==> config.mk <==
export PLATFORM = sky130hd
export DESIGN_NAME = nat_reverse_lookup
export DESIGN_NICKNAME = d
export VERILOG_FILES = /design/src/rtl/nat_pkg.sv /design/src/rtl/nat_reverse_lookup.sv
export SDC_FILE = /design/constraint.sdc
export NUM_CORES = 1
export LEC_CHECK = 0
export CAP_MARGIN = 10
export CORE_MARGIN = 3
export CORE_UTILIZATION = 40
export CTS_CLUSTER_SIZE = 24
export DETAILED_ROUTE_END_ITERATION = 7
export PLACE_DENSITY = 0.77
export SYNTH_ARGS = -nofsm -noshare
export SYNTH_HDL_FRONTEND = slang
export SYNTH_SLANG_ARGS = --single-unit
==> constraint.sdc <==
create_clock -name clk -period 2.4 [get_ports clk]
set_input_delay 0.72 -clock clk [delete_from_list [all_inputs] [get_ports clk]]
set_output_delay 0.72 -clock clk [all_outputs]
set_load 0.005 [all_outputs]
==> src/rtl/nat_pkg.sv <==
// nat_pkg: shared constants, tuple layout and FSM encoding for the forward and reverse NAT blocks
package nat_pkg;
  localparam int ID_W = 16;
  localparam int TUPLE_W = 104;
  localparam int CNT_W = 32;
  localparam int TUP_SRC_IP_LSB = 72;
  localparam int TUP_DST_IP_LSB = 40;
  localparam int TUP_SRC_PORT_LSB = 24;
  localparam int TUP_DST_PORT_LSB = 8;
  localparam int TUP_PROTO_LSB = 0;
  localparam logic [7:0] ETHERTYPE_IPV4_HI = 8'h08;
  localparam logic [7:0] ETHERTYPE_IPV4_LO = 8'h00;
  localparam logic [7:0] PROTO_TCP = 8'h06;
  localparam logic [2:0] ETH_BEAT = 3'd1;
  localparam logic [2:0] PROTO_BEAT = 3'd2;
  localparam logic [2:0] IP_BEAT = 3'd3;
  localparam logic [2:0] PORT_BEAT = 3'd4;
  localparam logic [2:0] BEAT_SAT = 3'd5;
  typedef enum logic [1:0] {ST_PASS, ST_LOOKUP, ST_WAIT} nat_state_t;
  function automatic logic [31:0] tuple_src_ip(input logic [TUPLE_W-1:0] t);
    return t[TUP_SRC_IP_LSB +: 32];
  endfunction
  function automatic logic [31:0] tuple_dst_ip(input logic [TUPLE_W-1:0] t);
    return t[TUP_DST_IP_LSB +: 32];
  endfunction
  function automatic logic [15:0] tuple_src_port(input logic [TUPLE_W-1:0] t);
    return t[TUP_SRC_PORT_LSB +: 16];
  endfunction
  function automatic logic [15:0] tuple_dst_port(input logic [TUPLE_W-1:0] t);
    return t[TUP_DST_PORT_LSB +: 16];
  endfunction
  function automatic logic [7:0] tuple_proto(input logic [TUPLE_W-1:0] t);
    return t[TUP_PROTO_LSB +: 8];
  endfunction
endpackage

==> src/rtl/nat_reverse_lookup.sv <==
// nat_reverse_lookup: restores the original TCP port on return traffic from the forward NAT conn table
module nat_reverse_lookup #(
  parameter int ID_W = nat_pkg::ID_W,
  parameter int TUPLE_W = nat_pkg::TUPLE_W,
  parameter int CNT_W = nat_pkg::CNT_W
) (
  input  logic               clk,
  input  logic               rst_n,
  input  logic [63:0]        s_axis_tdata,
  input  logic [7:0]         s_axis_tkeep,
  input  logic               s_axis_tlast,
  input  logic               s_axis_tvalid,
  output logic               s_axis_tready,
  output logic [63:0]        m_axis_tdata,
  output logic [7:0]         m_axis_tkeep,
  output logic               m_axis_tlast,
  output logic               m_axis_tvalid,
  input  logic               m_axis_tready,
  output logic               tbl_rd_en,
  output logic [ID_W-1:0]    tbl_rd_addr,
  input  logic [TUPLE_W-1:0] tbl_rd_data,
  output logic [CNT_W-1:0]   hit_cnt,
  output logic [CNT_W-1:0]   miss_cnt
);
  import nat_pkg::*;
  nat_state_t state, state_nxt;
  logic [2:0] beat_idx;
  logic is_ip;
  logic [7:0] proto;
  logic [31:0] pkt_src_ip;
  logic accept, start, resolve, hit;
  assign accept = s_axis_tvalid && s_axis_tready;
  assign start = accept && beat_idx == PORT_BEAT && is_ip && proto == PROTO_TCP;
  // the read strobe is issued from LOOKUP, so the entry lands once it has dropped again in WAIT
  assign resolve = state == ST_WAIT && !tbl_rd_en;
  assign hit = |tbl_rd_data && tuple_proto(tbl_rd_data) == PROTO_TCP && tuple_dst_ip(tbl_rd_data) == pkt_src_ip;
  always_ff @(posedge clk or negedge rst_n)
    if (!rst_n) state <= ST_PASS;
    else state <= state_nxt;
  always_comb
    state_nxt = state == ST_PASS ? (start ? ST_LOOKUP : ST_PASS) :
                state == ST_LOOKUP ? ST_WAIT :
                resolve ? ST_PASS : ST_WAIT;
  always_comb
    s_axis_tready = state == ST_PASS && (!m_axis_tvalid || m_axis_tready);
  always_ff @(posedge clk or negedge rst_n)
    if (!rst_n) begin
      beat_idx <= '0;
      is_ip <= 1'b0;
      proto <= '0;
      pkt_src_ip <= '0;
      m_axis_tdata <= '0;
      m_axis_tkeep <= '0;
      m_axis_tlast <= 1'b0;
      m_axis_tvalid <= 1'b0;
      tbl_rd_en <= 1'b0;
      tbl_rd_addr <= '0;
      hit_cnt <= '0;
      miss_cnt <= '0;
    end else begin
      tbl_rd_en <= state == ST_LOOKUP;
      if (start) tbl_rd_addr <= s_axis_tdata[16 +: ID_W];
      if (accept) begin
        beat_idx <= s_axis_tlast ? 3'd0 : beat_idx == BEAT_SAT ? BEAT_SAT : beat_idx + 3'd1;
        if (beat_idx == ETH_BEAT) is_ip <= s_axis_tdata[39:32] == ETHERTYPE_IPV4_HI && s_axis_tdata[47:40] == ETHERTYPE_IPV4_LO;
        if (beat_idx == PROTO_BEAT) proto <= s_axis_tdata[63:56];
        if (beat_idx == IP_BEAT) pkt_src_ip <= s_axis_tdata[47:16];
        m_axis_tdata <= s_axis_tdata;
        m_axis_tkeep <= s_axis_tkeep;
        m_axis_tlast <= s_axis_tlast;
        m_axis_tvalid <= !start;
      end else if (resolve) begin
        m_axis_tvalid <= 1'b1;
        if (hit) m_axis_tdata[31:16] <= tuple_dst_port(tbl_rd_data);
      end else if (m_axis_tready) m_axis_tvalid <= 1'b0;
      if (resolve && hit) hit_cnt <= hit_cnt + CNT_W'(1);
      if (resolve && !hit) miss_cnt <= miss_cnt + CNT_W'(1);
    end
endmodule

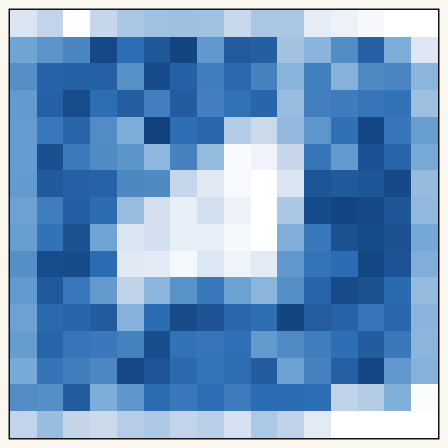
**Above:** placement density heat map.
The die is cut into 16 by 16 equal tiles; white is low, dark blue is high, 0 to 100% covered.
tiles over 75% full: 32%
emptiest ninth of the die: centre
mean over tiles: 56%
fullest tile: 93%
nearly empty tiles: 3.9%
densest ninth of the die: east
Util after Layout: 64.7%
Core Density at Floorplan: 41.5%

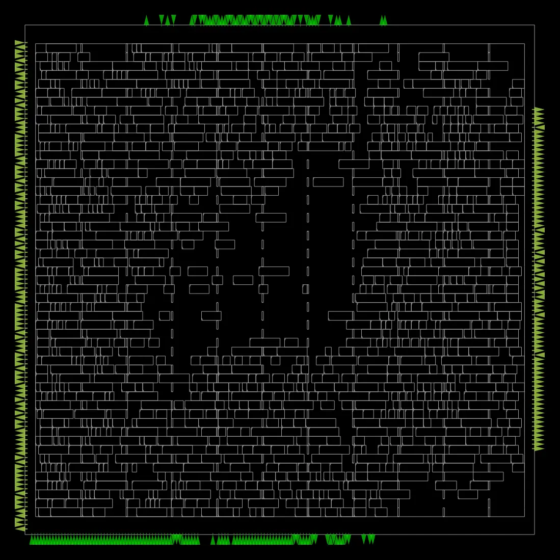
**Above:** cell outlines without signal wires.
Flops: 201
Well Taps: 275
Layout fillers: 1703
non-filler cells, final: 1458
core box area: 0.0215 sq mm

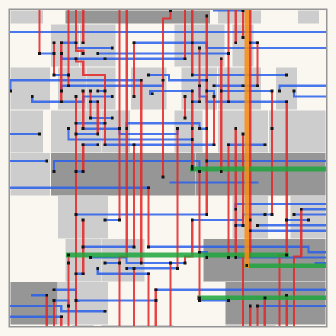
**Above:** layout detail.
Region (106, 106) to (126, 126) microns. Cells in grey, sequential cells in the stronger grey; small squares are vias.
legend:
  met1:
    colour: blue
  met2:
    colour: red
  met3:
    colour: green
  met4:
    colour: orange
netlist names of flops here include: miss_cnt (4)
sequential cells in the window: 4
cells with their middle in the window: 27
most frequent: xor2_1 (5)

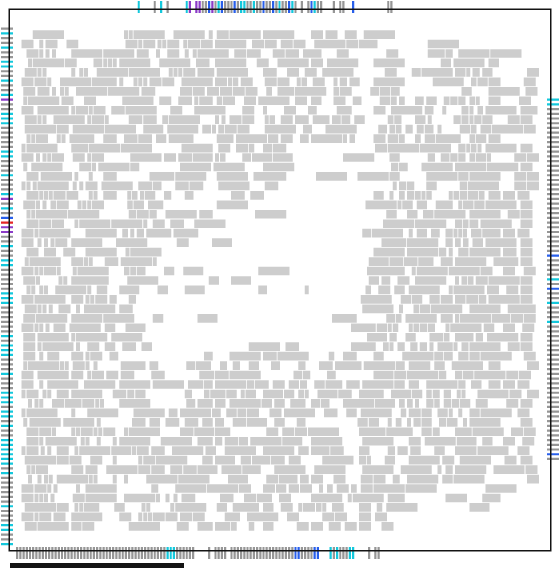
**Above:** pin map.
The bar under the picture is 50 microns long. Pins as bars across the die edge, other pins in grey.
legend:
  s_axis_tkeep:
    colour: purple
    pins: 8
    direction: input
    edge: 4 north, 4 west
  tbl_rd_addr:
    colour: blue
    pins: 16
    direction: output
    edge: 8 north, 4 south, 3 east, 1 west
  m_axis_tdata:
    colour: cyan
    pins: 64
    direction: output
    edge: 42 west, 10 north, 7 south, 5 east
  m_axis_tlast:
    colour: red
    pins: 1
    direction: output
    edge: west
die height: 155 microns
die width: 155 microns
port bufs: 288

==> flow_summary.yaml <==
# flow metrics
critical_path:
  crit_chain: "clkdlybuf4s15_1 > and4bb_2 > nand4_1 > or4_4 > or4_4 > buf_12 > nor3_4 > xor2_1"
  crit_type: "input pin to register"
  cp_max_fo: 3
  worstSetupEndpointType: "register"
drt:
  route.detailed.drc: 0
  routed_wl_microns: 27700
  via_count: 7444
  drtIter0Drc: 312
pwr:
  p_sw_share_pct: 26.6
  p_comb_share_pct: 22.0
  p_int_mw: 7.55
  clkPwrFrac_pct: 35.6
outcome:
  status: "complete, but fails checks"
  violations: "negative setup slack"
sta:
  hold_viol_final: 0
  finalSetupViolCount: 5
  min_period_over_period_pct: 102
  fin_ws_ns: -0.0591
floorplanning:
  pin_count: 337
  std_cell_rows: 53
clock_network:
  cts_max_level: 1
  cts_sinks: 201
  clock-root-buffer: "clkbuf_16"
  clk_latency_ns: 0.51
placement:
  place_hpwl_microns: 20500
synthesis:
  synthDistinctLibCells: 44
  ys_cells: 822
  yosysWarnings: 0
  syn_area_sq_mm: 0.00892
  synth_cells: 822
  syn_avg_cell_area_sq_um: 10.8
global_route:
  antenna_found_initial: 6
  grt_pass1_vias: 7775
cells_and_area:
  drive_above_1_share_pct: 19.6
hold_path:
  hold_class: "input pin to async pin"
==> what timing repair did <==
action	4_1_cts	5_1_grt
gates resized	56	48
cloned	1	2
endpoints found under the setup margin	72	54
setup buffers	4	6
pin swaps	24	46
==> power by group through the flow <==
| stage | registers (mW) | logic [mW] | clock network [mW] |
|---|---|---|---|
| final | 4.36 | 2.26 | 3.65 |
| after global routing | 4.43 | 2.48 | 3.88 |
| after CTS | 4.35 | 2.23 | 3.74 |
| after detailed placement | 4.37 | 2.14 | 0 |
| after global placement | 4.34 | 2.10 | 0 |
| after floorplan | 4.29 | 0.962 | 0 |
==> final timing paths <==
check | startpoint | to | slack (ns) | cells after the start
hold / removal | rst_n | miss_cnt[26] | 0.16 | 1
hold reg to reg | m_axis_tdata[55] | m_axis_tdata[55] | 0.47 | 2
setup reg to reg | pkt_src_ip[23] | hit_cnt[24] | -0.02 | 8
setup / recovery | tbl_rd_data[0] | hit_cnt[24] | -0.06 | 8
max in group asynchronous | rst_n | hit_cnt[26] | 1.53 | 2
min in group clk | m_axis_tdata[55] | m_axis_tdata[55] | 0.47 | 2
==> cells by family after synthesis <==
family	share of synthesized area (%)
mux	9.50
flops	56.4
xor+xnor	9.23
compound gates	1.45
simple gates	21.0
buf+inv	1.99
fa+ha+maj	0.421
==> sequential cells by signal, indices dropped and copies added, names as in the netlist, 2 cells and up <==
signal	flops
hit_cnt	32
proto	8
m_axis_tdata	64
state	2
beat_idx	3
tbl_rd_addr	16
m_axis_tkeep	8
pkt_src_ip	32
miss_cnt	32
==> stage by stage <==
step | TNS (ns) | std cells | instance area, sq um | setup WS, ns | hold WS (ns)
6_report | -0.237 | 1458 | 13900 | -0.0591 | 0.164
5_1_grt | -2.27 | 1458 | 13900 | -0.112 | 0.189
4_1_cts | -0.132 | 1451 | 13600 | -0.0204 | 0.196
3_5_place_dp | -61.71 | 1404 | 12600 | -0.765 | 0.462
3_3_place_gp | -59.45 | 1404 | 12600 | -0.750 | 0.456
2_1_floorplan | -0.00934 | 822 | 8980 | -0.00934 | 0.424
==> layout make-up <==
cell class	count	area, sq um
diodes	1	2.50
clock buffers	35	711
clock inverters	7	97.6
fillers	1703	7580
inverters	6	22.5
multi-input cells	580	4120
flip-flops and latches	201	5030
well taps	275	344
repair buffers	353	3580
==> per-layer routing <==
| layer | global-route usage, % | part of all wire [%] | vias up |
|---|---|---|---|
| met4 | 5.67 | 2.0 | 10 |
| met2 | 38.2 | 49 | 295 |
| met5 | 0 | 0.19 | - |
| met1 | 28.3 | 40 | 3605 |
| li1 | - | - | 3487 |
| met3 | 6.84 | 9.0 | 47 |
==> critical path: cells and delay by family <==
kind	cells	cell delay [ns]
buffers and inverters	2	0.32
and+or+nand+nor	5	1.69
xor gates and xnor gates	1	0.16
==> placed cells by master, fill, tap and decap left out, drive strengths merged, types with 6 or more instances in the layout <==
cell type,n
clkdlybuf4s50,253
nand2,202
dfrtp,201
buf,63
xor2,62
mux2,58
clkbuf,41
xnor2,32
nor2,31
nor4,31
nand3,28
nor3,26
dlygate4sd2,20
nand4,19
a21oi,18
mux2i,16
and3,13
and4,10
inv,7
dlymetal6s2s,6
No activity file was given, so power comes from the tool's default toggle rates.
